**Run 1: nets reached from selected ports**

Drawn at 4 px/um.
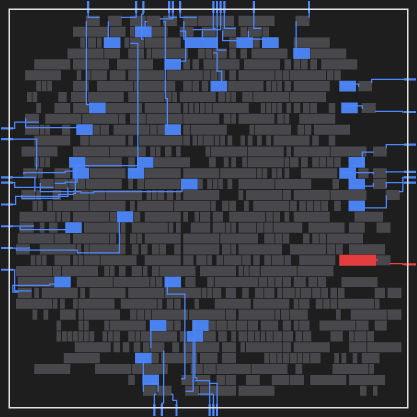
**Run 1: where the registers sit**

Drawn at 3 px/um. Other sequential cells in the stronger gray, the rest of the logic in the fainter gray.
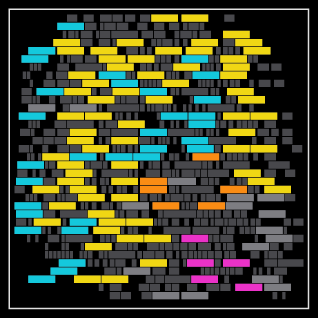
**Run 1: routed metal, one color a layer**

Drawn at 4 px/um.
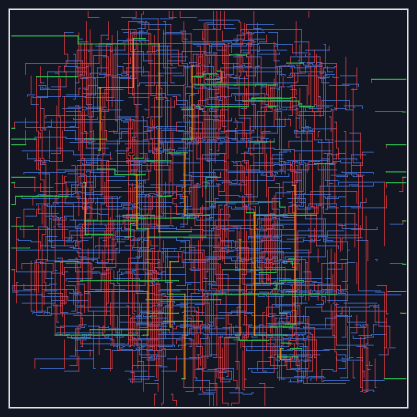
==> config.mk <==
export PLATFORM = sky130hd
export DESIGN_NAME = pdm_word_packer
export DESIGN_NICKNAME = d
export VERILOG_FILES = /design/src/rtl/pdm_pkg.sv /design/src/rtl/pdm_out_fifo.sv /design/src/rtl/pdm_word_packer.sv
export SDC_FILE = /design/constraint.sdc
export NUM_CORES = 1
export LEC_CHECK = 0
export ABC_CLOCK_PERIOD_IN_PS = 3100
export CORE_UTILIZATION = 58
export CTS_CLUSTER_SIZE = 10
export DETAILED_ROUTE_END_ITERATION = 10
export PLACE_DENSITY = 0.82
export SYNTH_ARGS = -nofsm -noshare
export SYNTH_HDL_FRONTEND = slang
export SYNTH_SLANG_ARGS = --single-unit
==> constraint.sdc <==
create_clock -name clk_i -period 3.1 [get_ports clk_i]
set_clock_uncertainty 0.1 [all_clocks]
set_input_delay 0.775 -clock clk_i [delete_from_list [all_inputs] [get_ports clk_i]]
set_output_delay 0.775 -clock clk_i [all_outputs]
set_load 0.01 [all_outputs]
==> metrics.csv, run 1 <==
stage,metric,value,unit
run_status,status,"finished, final reports clean",
job,tool_warnings,29,
synthesis,edf_count,0,
power,clockPowerShare,0.530,
global_routing,grt_pass1_vias,4483,
critical_path,crit_type,flop to primary output,
floorplanning,die_h,99.3,um
finish,layout-drive-gt1-share,0.178,
place,place.gp.congestion,0.796,
clock_network,ctsHoldBuffers,0,
floorplanning,fp.dieArea,0.00986,mm2
synthesis,ys_seq_frac,0.565,
timing,finalMaxSlewViolations,0,
critical_path,crit_buf_inv,2,
route,drt_iter0_drc,314,
power,power.density,540,mW/mm2
place,place_area,0.00607,mm2
clock_network,cts_tree,yes,
finish,largest_reg_flops,66,
synthesis,synth_top_flop_cell,dfrtp_1,
power,internal_power,2.85,mW
floorplanning,rows,35,
timing,relSlewSlack,0.491,
clock_network,cts_buffers,17,
synthesis,syn_avg_cell_area,10.2,um2
floorplanning,coreArea,0.00920,mm2
synthesis,async_flop_share,1.00,
critical_path,path_cells,buf_12 -> mux2_2 -> clkdlybuf4s50_1,
timing,grt_setup_unrepaired,no,
power,peakVddDrop,0.402,mV
power,switchingPower,0.723,mW
job,maxCapViolCount,0,
synthesis,yosysCellCount,537,
synthesis,synthesis.area,0.00549,mm2
finish,antenna_cells,0,
finish,fin_cells,707,
finish,mi_logic_area,0.00222,mm2
timing,final-setup-viol-count,0,
synthesis,synthesis.instances,537,
power,switching_share,0.202,
clock_network,worstSkewPairLatency,0.51,ns
-- 'nets reached from selected ports' (at the start) --
legend:
  m_axis_tdata_o:
    color: blue
    bits: 32
    direction: output
    edge: 12 north, 8 west, 6 east, 6 south
    end_cells: 32
    buffers: 32
    wire: 696 um
  busy_o:
    color: red
    bits: 1
    direction: output
    edge: east
    end_cells: 1
    buffers: 1
    wire: 4.90 um
# IOs: 42
IO buf count: 41

-- 'where the registers sit' (at the start) --
legend:
  u_fifo.mem_q:
    color: yellow
    placed_flops: 66
  bit_cnt_q:
    color: magenta
    placed_flops: 5
  word_cnt_q:
    color: orange
    placed_flops: 6
    where: center
  shreg_q:
    color: cyan
    placed_flops: 31
not colored: 16
post-layout util: 0.721
Flop area: 0.00310 mm2
seq pwr: 1.63 mW

-- 'routed metal, one color a layer' (at the start) --
legend:
  metal 2:
    color: red
    wire_length: 6,510 um
  metal 3:
    color: green
    wire_length: 664 um
  metal 4:
    color: orange
    wire_length: 291 um
  metal 1:
    color: blue
    wire_length: 5,230 um
WL/cell: 18.0 um
Total GRT Usage: 0.281
final WL: 12,700 um
vias after detailed routing: 4,208

-- run 1: logic make-up (layout without fill, tap and decap cells) --
group	Yosys count	in the layout	share of synthesized area
compound gates	123	123	0.116
mux	53	53	0.109
simple gates	178	178	0.148
xor+xnor	9	9	0.0144
fa+ha+maj	8	8	0.0182
buf+inv	42	101	0.0299
flops	124	124	0.565
-- run 1: stage by stage --
| stage | total power, mW | hold slack (ns) |
|---|---|---|
| after floorplan | 1.67 | 0.231 |
| after global placement | 1.71 | 0.252 |
| after detailed placement | 1.71 | 0.243 |
| after CTS | 3.59 | 0.163 |
| after global routing | 3.67 | 0.196 |
| final | 3.58 | 0.160 |
-- run 1: repair_timing --
item / 4_1_cts / 5_1_grt
setup endpoints to repair: 2 / 0
buffers inserted: 0 / 0
resized: 1 / 0
-- run 1: layout make-up --
type | instances | share of cell area
well taps | 111 | 0.0210
flip-flops and latches | 124 | 0.468
clock inverters | 9 | 0.0181
inverters | 11 | 0.00623
clock buffers | 23 | 0.0659
repair buffers | 58 | 0.0846
multi-input cells | 371 | 0.336
-- run 1: cells in the mapped netlist, types with 5 or more instances --
cell	number	area share
xor2_1	5	0.0080
nand2_1	125	0.085
and2_1	13	0.015
o21ai_0	100	0.091
clkbuf_1	26	0.018
a21oi_1	13	0.012
ha_1	8	0.018
nand3_1	8	0.0073
inv_1	10	0.0068
mux2_2	53	0.11
nor2_1	10	0.0068
dfrtp_1	124	0.57
-- run 1: cell usage in the layout (no fill, tap or decap), drive strengths merged, types with 2 or more instances in the layout --
cell type and n:
nand2 126, dfrtp 124, o21ai 101, mux2 53, clkdlybuf4s50 40, clkbuf 23, buf 18, and2 13
a21oi 13, inv 11, nor2 10, nand3 8, ha 8, clkinv 6, xor2 5, a31oi 4
xnor2 4, and3 3, nor2b 3, bufinv 3, or2 2, nor3b 2, nor4 2, or3 2
nand3b 2
-- run 1: routing by layer --
layer | up-vias | global-route usage | wire length [um]
li1 | 1908 | - | -
met1 | 2108 | 0.341 | 5230
met2 | 160 | 0.481 | 6510
met3 | 32 | 0.0597 | 664
met4 | 0 | 0.133 | 291
met5 | - | 0 | 0
-- run 1: power groups by stage --
stage | Sequential (mW) | Clock [mW] | Combinational, mW
2_1_floorplan | 1.66 | 0 | 0.0110
3_3_place_gp | 1.65 | 0 | 0.0560
3_5_place_dp | 1.66 | 0 | 0.0578
4_1_cts | 1.63 | 1.90 | 0.0581
5_1_grt | 1.63 | 1.98 | 0.0651
6_report | 1.63 | 1.89 | 0.0558
==> run 2, diff against run 1 <==
--- a/config.mk
+++ b/config.mk
@@ -10,6 +10,7 @@
 export CTS_CLUSTER_SIZE = 10
 export DETAILED_ROUTE_END_ITERATION = 10
 export PLACE_DENSITY = 0.82
+export SKIP_CTS_REPAIR_TIMING = 1
 export SYNTH_ARGS = -nofsm -noshare
 export SYNTH_HDL_FRONTEND = slang
 export SYNTH_SLANG_ARGS = --single-unit
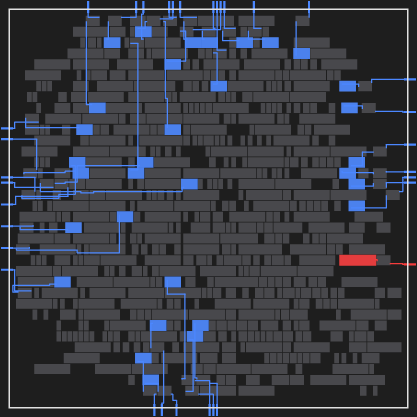
**Above:** run 2 (nets reached from selected ports).
Drawn at 4 px/um.
legend:
  busy_o:
    color: red
    bits: 1
    direction: output
    edge: east
    end_cells: 1
    buffers: 1
    wire: 4.90 um
  m_axis_tdata_o:
    color: blue
    bits: 32
    direction: output
    edge: 12 north, 8 west, 6 east, 6 south
    end_cells: 32
    buffers: 32
    wire: 694 um

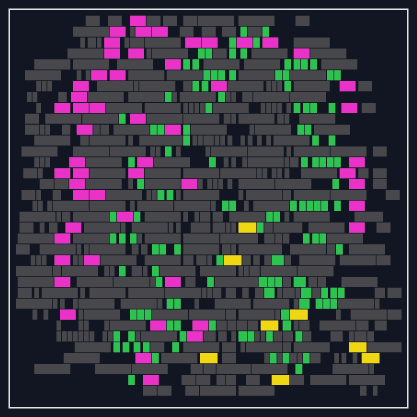
**Above:** run 2 (gate-type map).
Drawn at 4 px/um.
legend:
  multiplexers:
    color: magenta
    cells: 53
    where: all over the die
  adder and majority cells:
    color: yellow
    cells: 8
  inverting AOI/OAI gates:
    color: green
    cells: 123
Non-Filler Instances: 707
most frequent logic cell in the layout: nand2_1

==> metrics.csv, run 2 <==
stage,metric,value,unit,change
job,maxCapViolCount,0,,unchanged
synthesis,synth_top_flop_cell,dfrtp_1,,
job,tool_warnings,29,,unchanged
place,place.gp.congestion,0.796,,unchanged
route,vias,4239,,+0.74%
floorplanning,die_h,99.3,um,unchanged
timing,final-setup-viol-count,0,,unchanged
synthesis,synthesis.instances,537,,unchanged
power,peakVddDrop,0.403,mV,+0.31%
floorplanning,rows,35,,unchanged
finish,layout-drive-gt1-share,0.178,,unchanged
route,drt_wl_total,12700,um,about the same
finish,final_cell_mix,"nand2_1 (125), dfrtp_1 (123), o21ai_0 (100)",,
run_status,status,"finished, final reports clean",,
critical_path,crit_type,flop to primary output,,
synthesis,syn_avg_cell_area,10.2,um2,unchanged
global_routing,met1_usage,0.341,,unchanged
synthesis,simple_gate_area_frac,0.148,,unchanged
synthesis,edf_count,0,,unchanged
synthesis,ys_sh_adder,0.0182,,unchanged
finish,antenna_cells,0,,unchanged
route,drt_iter0_drc,323,,+2.9%
synthesis,ys_sh_xor,0.0144,,unchanged
synthesis,topCombFamilyByArea,simple AND/OR/NAND/NOR gates,,
global_routing,grt.met2_usage,0.482,,+0.000534
global_routing,grt_usage,0.281,,about the same
synthesis,synth_top_area_share,0.565,,unchanged
global_routing,grt_pass1_vias,4488,,+0.11%
timing,grt_setup_unrepaired,no,,
power,power.density,539,mW/mm2,-0.10%
timing,relSlewSlack,0.488,,-0.00348
finish,final_util,0.721,,unchanged
synthesis,yosysCellCount,537,,unchanged
timing,hold_ws,0.160,ns,+0.000153 ns
floorplanning,coreArea,0.00920,mm2,unchanged
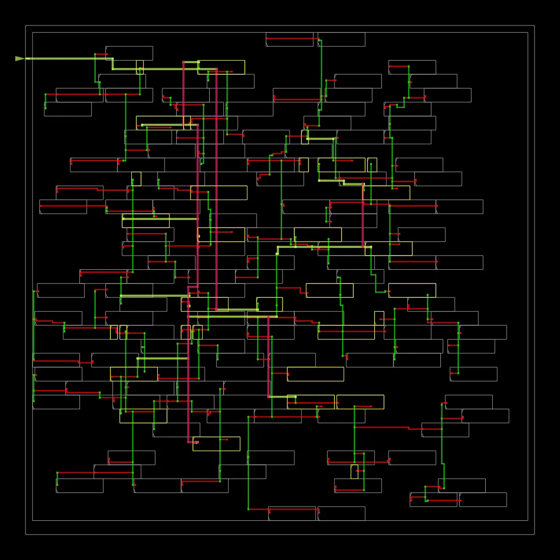
**Above:** run 2 (clock routing).
Sink Count: 124
cts bufs inserted: 17
Latency at later pin: 0.51 ns
seq_cells: 124

[run 2: cell counts in the layout (fill, tap and decap cells not counted)]
No cell type changed its count.
[run 2: cell type report]
class	instances	area, um2
multi-input combinational	371	2220
tap	111	139
sequential	124	3100
clock inverter	9	120
inverter	11	41.3
fill	601	2570
clock buffer	23	437
timing repair buffer	58	561
[run 2: cell families after synthesis]
group	after synthesis
simple gates	178
flops	124
compound gates	123
mux	53
buf+inv	42
xor+xnor	9
fa+ha+maj	8
[run 2: worst max-delay path, delay by kind of cell, from the launching register on]
family                 cells  cell delay, ns
buffers and inverters      2            0.73
multiplexers               1            0.38
flip-flops                 1            0.48
[run 2: layer usage]
layer	part of all wire	vias to the layer above	wire, um
li1	-	1909	-
met5	0	-	0
met2	0.51	184	6530
met4	0.026	0	333
met1	0.40	2112	5120
met3	0.056	34	711
[run 2: through the flow]
step                      instance area [um2]  TNS (ns)
final                                    6630         0
after global routing                     6630         0
after CTS                                6630  -0.00726
after detailed placement                 6070         0
after global placement                   6070         0
after floorplan                          5490         0
[run 2: power groups by stage]
stage / clock, mW / combinational (mW) / sequential [mW]
2_1_floorplan: 0 / 0.0110 / 1.66
3_3_place_gp: 0 / 0.0560 / 1.65
3_5_place_dp: 0 / 0.0578 / 1.66
4_1_cts: 1.90 / 0.0581 / 1.63
5_1_grt: 1.98 / 0.0651 / 1.63
6_report: 1.89 / 0.0557 / 1.63
Power figures rest on the tool's default switching activity, not on a simulated workload.
